Figure 1. Routed metal per tile.
Scale bar: 20 um. 24 x 24 tiles, from dark purple (low) to yellow (high), scaled to the fullest tile. Values are wire area over tile area, all layers added.
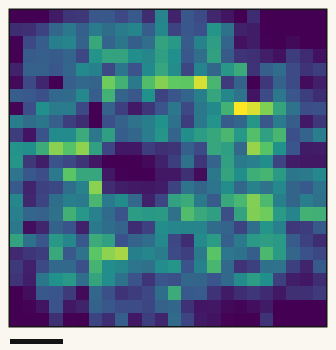
Figure 2. Cell sizes after repair.
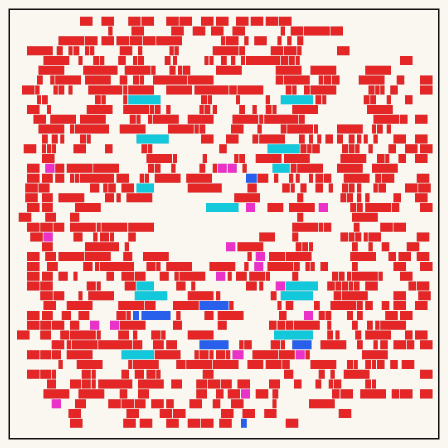
Figure 3. Track usage over the die.
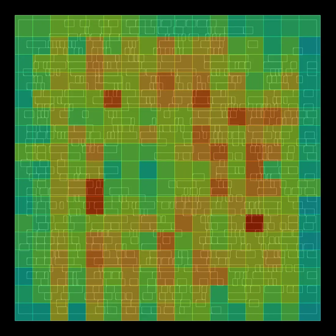
Figure 4. Nets reached from selected ports.
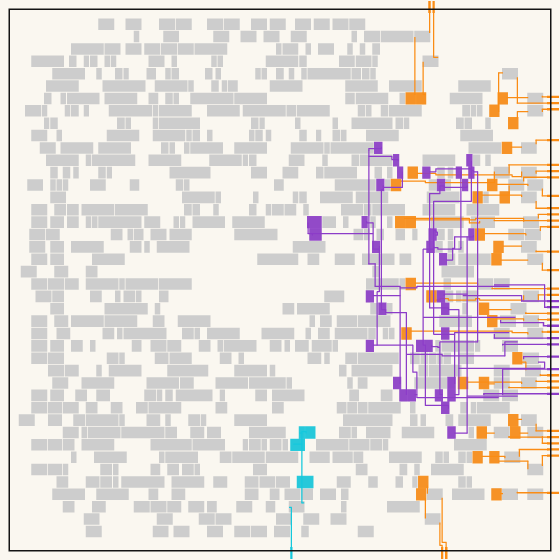
Figure 5. Placement by cell class.
Scale bar: 20 um.
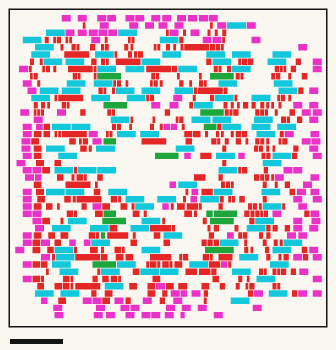
==> config.mk <==
export PLATFORM = sky130hd
export DESIGN_NAME = csa_multibyte_sequencer_flat
export DESIGN_NICKNAME = d
export VERILOG_FILES = /design/src/rtl/csa_multibyte_sequencer_if.sv /design/src/rtl/csa_multibyte_sequencer.sv /design/src/flat_wrapper.sv
export SDC_FILE = /design/constraint.sdc
export NUM_CORES = 1
export LEC_CHECK = 0
export CAP_MARGIN = 0
export CORE_UTILIZATION = 35
export DETAILED_ROUTE_END_ITERATION = 12
export PLACE_DENSITY_LB_ADDON = 0.08
export SLEW_MARGIN = 20
export SYNTH_ARGS = -nofsm -noshare
export SYNTH_HDL_FRONTEND = slang
export SYNTH_SLANG_ARGS = --single-unit
==> constraint.sdc <==
create_clock -name clk -period 3.36 [get_ports clk]
set_clock_uncertainty 0.1 [all_clocks]
set_input_delay 0.672 -clock clk [delete_from_list [all_inputs] [get_ports clk]]
set_output_delay 0.672 -clock clk [all_outputs]
set_load 0.01 [all_outputs]
==> results.py <==
# Metrics from the implementation run
metrics = {
    "synth": {
        "topCellsByArea": "dfxtp_1 (43%), nand2_1 (8.7%), mux4_1 (7.2%)",
        "synth_area_um2": 4770,
        "yosysTopAreaCell": "dfxtp_1",
        "synth.most_common_cell": "nand2_1",
        "synth_warnings": 0,
        "synth.avg_cell_area_um2": 8.72,
        "ys_area_um2": 4770,
        "syn-instance-count": 547,
        "synth.ff_latch_count": 102,
        "ys_cells": 547,
        "synthTopCellsByCount": "nand2_1 (110), dfxtp_1 (102), a21oi_1 (65)",
        "ys.flop_type": "dfxtp_1",
        "fp_nets": 634,
        "edf_count": 0,
        "synthArstFlopShare": 0,
        "ys_types": 30,
        "top_area_frac": 0.428,
        "seq_area_frac_synth": 0.428,
    },
    "timing": {
        "tns_ps": 0,
        "drv_slew": 0,
        "rsz0062_at_grt": "false",
        "fin_crit_sh": 0.901,
        "finalSetupViolations": 0,
        "max_freq_mhz": 330,
        "finalHoldViolCount": 0,
        "worst_slew_pin_slew_ps": 751,
        "slew_headroom": 0.500,
        "finalWorstPathRequiredPeriod_ps": 3030,
        "whs_ps": 350,
    },
    "run": {
        "warnings": 32,
        "drv_cap": 0,
    },
    "placement": {
        "gp_congestion": 0.768,
        "hpwl_um": 8360,
        "placed_cell_area_um2": 6200,
    },
    "global_routing": {
        "grt_pass1_wl_um": 19400,
        "overflow": 0,
        "grt_pass1_vias": 3998,
        "grt_max_degree": 71,
        "antenna_found_initial": 0,
    },
    "critical_path": {
        "critPathLaunchType": "flop",
        "critPathRequiredTime_ps": 2590,
        "reg2regPathDepth": 6,
        "worstPathArrival_ps": 2250,
        "critical_path_class": "reg -> out",
        "worstSetupEndpointType": "output pin",
        "critical_path.max_fanout": 12,
        "regToRegSetupSlack_ps": 1380,
    },
    "cts": {
        "numCtsBuffers": 9,
        "post_cts_buffers": 0,
        "ctsHtreeMaxLevel": 3,
        "postCtsHoldBufs": 0,
        "cts_tree": "built",
        "cts_sinks": 102,
        "clk_pin_slew_ps": 70,
        "cts_resized": 0,
        "cts_buffer_depth": 2,
        "cts_root_buf": "clkbuf_16",
        "clock_latency_ps": 340,
    },
    "status": {
        "outcome": "finished, final reports clean",
    },
    "route": {
        "vias_per_cell": 4.86,
        "dr.pass1.iters": 4,
        "first_iter_violations": 209,
        "drc": 0,
        "ant_nets": 0,
    },
    "hold_path": {
        "hold_path_class": "reg -> reg",
        "hold_path_depth": 2,
    },
    "pwr": {
        "ir_drop_uv": 257,
        "p_per_area_nw_per_um2": 579,
        "p_leak_nw": 2.34,
    },
    "die": {
        "fp_util": 0.360,
        "chipArea_um2": 14100,
        "die_y_um": 119,
        "chipWidth_um": 119,
    },
    "cells_and_area": {
        "fillers": 1337,
        "num_antenna_cells": 0,
        "nets": 746,
        "drive_gt1_frac": 0.0573,
    },
}
## Picture notes: Figure 1
- densest ninth of the die: middle right
- mean over tiles: 0.13
- tiles over half the peak: 18%
wire per inst: 14.0 um
detailed-route via count: 4,075
gr usage total: 0.173
DRT Wirelength: 11,700 um

## Picture notes: Figure 2
- red: drive 1 or less (cells 625; share 94%; most used clkdlybuf4s50_1)
- cyan: drive 6 and up (cells 13; share 2.0%; most used clkbuf_16)
- magenta: drive 3 to 4 (cells 18; share 2.7%; most used buf_4)
- blue: drive 2 (cells 7; share 1.1%; most used mux4_2)
Signal buffers: 147
Design Area, Final: 6510 um^2
worst setup margin: 333 ps
Layout area overhead: 36.5%

## Picture notes: Figure 3
met3 Use GR: 0.0463
GR Util met2: 0.301
met1 GRT Util: 0.208
GR peak layer: met2
utilization after layout: 0.491

## Picture notes: Figure 4
- cyan: `bus_in_valid` (bits 1; direction input; edge bottom; end cells 4; buffers 1; wire 29.1 um)
- purple: `bus_add_sum` (bits 8; direction input; edge right; end cells 34; buffers 8; wire 774 um)
- orange: `bus_out_sum` (bits 32; direction output; edge 28 right, 2 top, 2 bottom; end cells 32; buffers 32; wire 456 um)
IO Pins: 133
IO Port Bufs: 132

## Picture notes: Figure 5
- green: clock drivers and dummy loads (cells 15)
- magenta: other buffers and delay cells (cells 147)
- cyan: flip-flops (cells 102)
- red: all other logic (cells 399)
FP Rows: 42
Core Footprint: 13,200 um^2
register share of the cell area: 0.314

per-stage QoR:
| stage | setup slack (ps) | total power, mW | instances |
|---|---|---|---|
| 2_1_floorplan | 1280 | 2.32 | 547 |
| 3_3_place_gp | 738 | 2.70 | 824 |
| 3_5_place_dp | 691 | 2.73 | 824 |
| 4_1_cts | 314 | 3.81 | 839 |
| 5_1_grt | 226 | 4.01 | 839 |
| 6_report | 333 | 3.77 | 839 |
power by group:
group | total (mW) | switching [mW] | internal (mW)
logic | 1.19 | 0.650 | 0.538
registers | 1.50 | 0.0940 | 1.41
clock network | 1.08 | 0.445 | 0.633
total | 3.77 | 1.19 | 2.58
logic make-up after synthesis:
group / Yosys count / share of synthesized area
mux: 17 / 0.0879
compound gates: 103 / 0.129
fa+ha+maj: 8 / 0.0210
flops: 102 / 0.428
simple gates: 234 / 0.225
xor+xnor: 32 / 0.0588
buf+inv: 51 / 0.0504
worst max-delay path, stage by stage, from the launching register on:
cell and delay [ps]:
dfxtp_1 410, buf_4 260, mux4_1 570, and2_1 190, clkdlybuf4s50_1 480
cell usage in the layout (no fill, tap or decap), types with 5 or more instances in the layout:
cell type / n
a211oi_1: 32
a21oi_1: 65
and2_1: 52
buf_4: 16
clkbuf_16: 9
clkdlybuf4s50_1: 130
dfxtp_1: 102
ha_1: 7
inv_1: 5
mux4_1: 13
nand2_1: 110
nand3_1: 24
nor2_1: 36
xnor2_1: 32
layout make-up:
type                            count  area (um^2)  share of cell area
Sequential cell                   102         2040               0.314
Tap cell                          176          220              0.0338
Timing Repair Buffer              147         1430               0.219
Inverter                            5         18.8             0.00288
Clock inverter                      3         42.5             0.00654
Multi-Input combinational cell    394         2490               0.383
Clock buffer                       12          267              0.0410
per-layer routing:
| metal | routed length (um) | GRT usage | vias to the layer above |
|---|---|---|---|
| li1 | - | - | 2076 |
| met1 | 5320 | 0.208 | 1892 |
| met2 | 5670 | 0.301 | 98 |
| met3 | 620 | 0.0463 | 9 |
| met4 | 109 | 0.0459 | 0 |
| met5 | 0 | 0 | - |
No activity file was given, so power comes from the tool's default toggle rates.
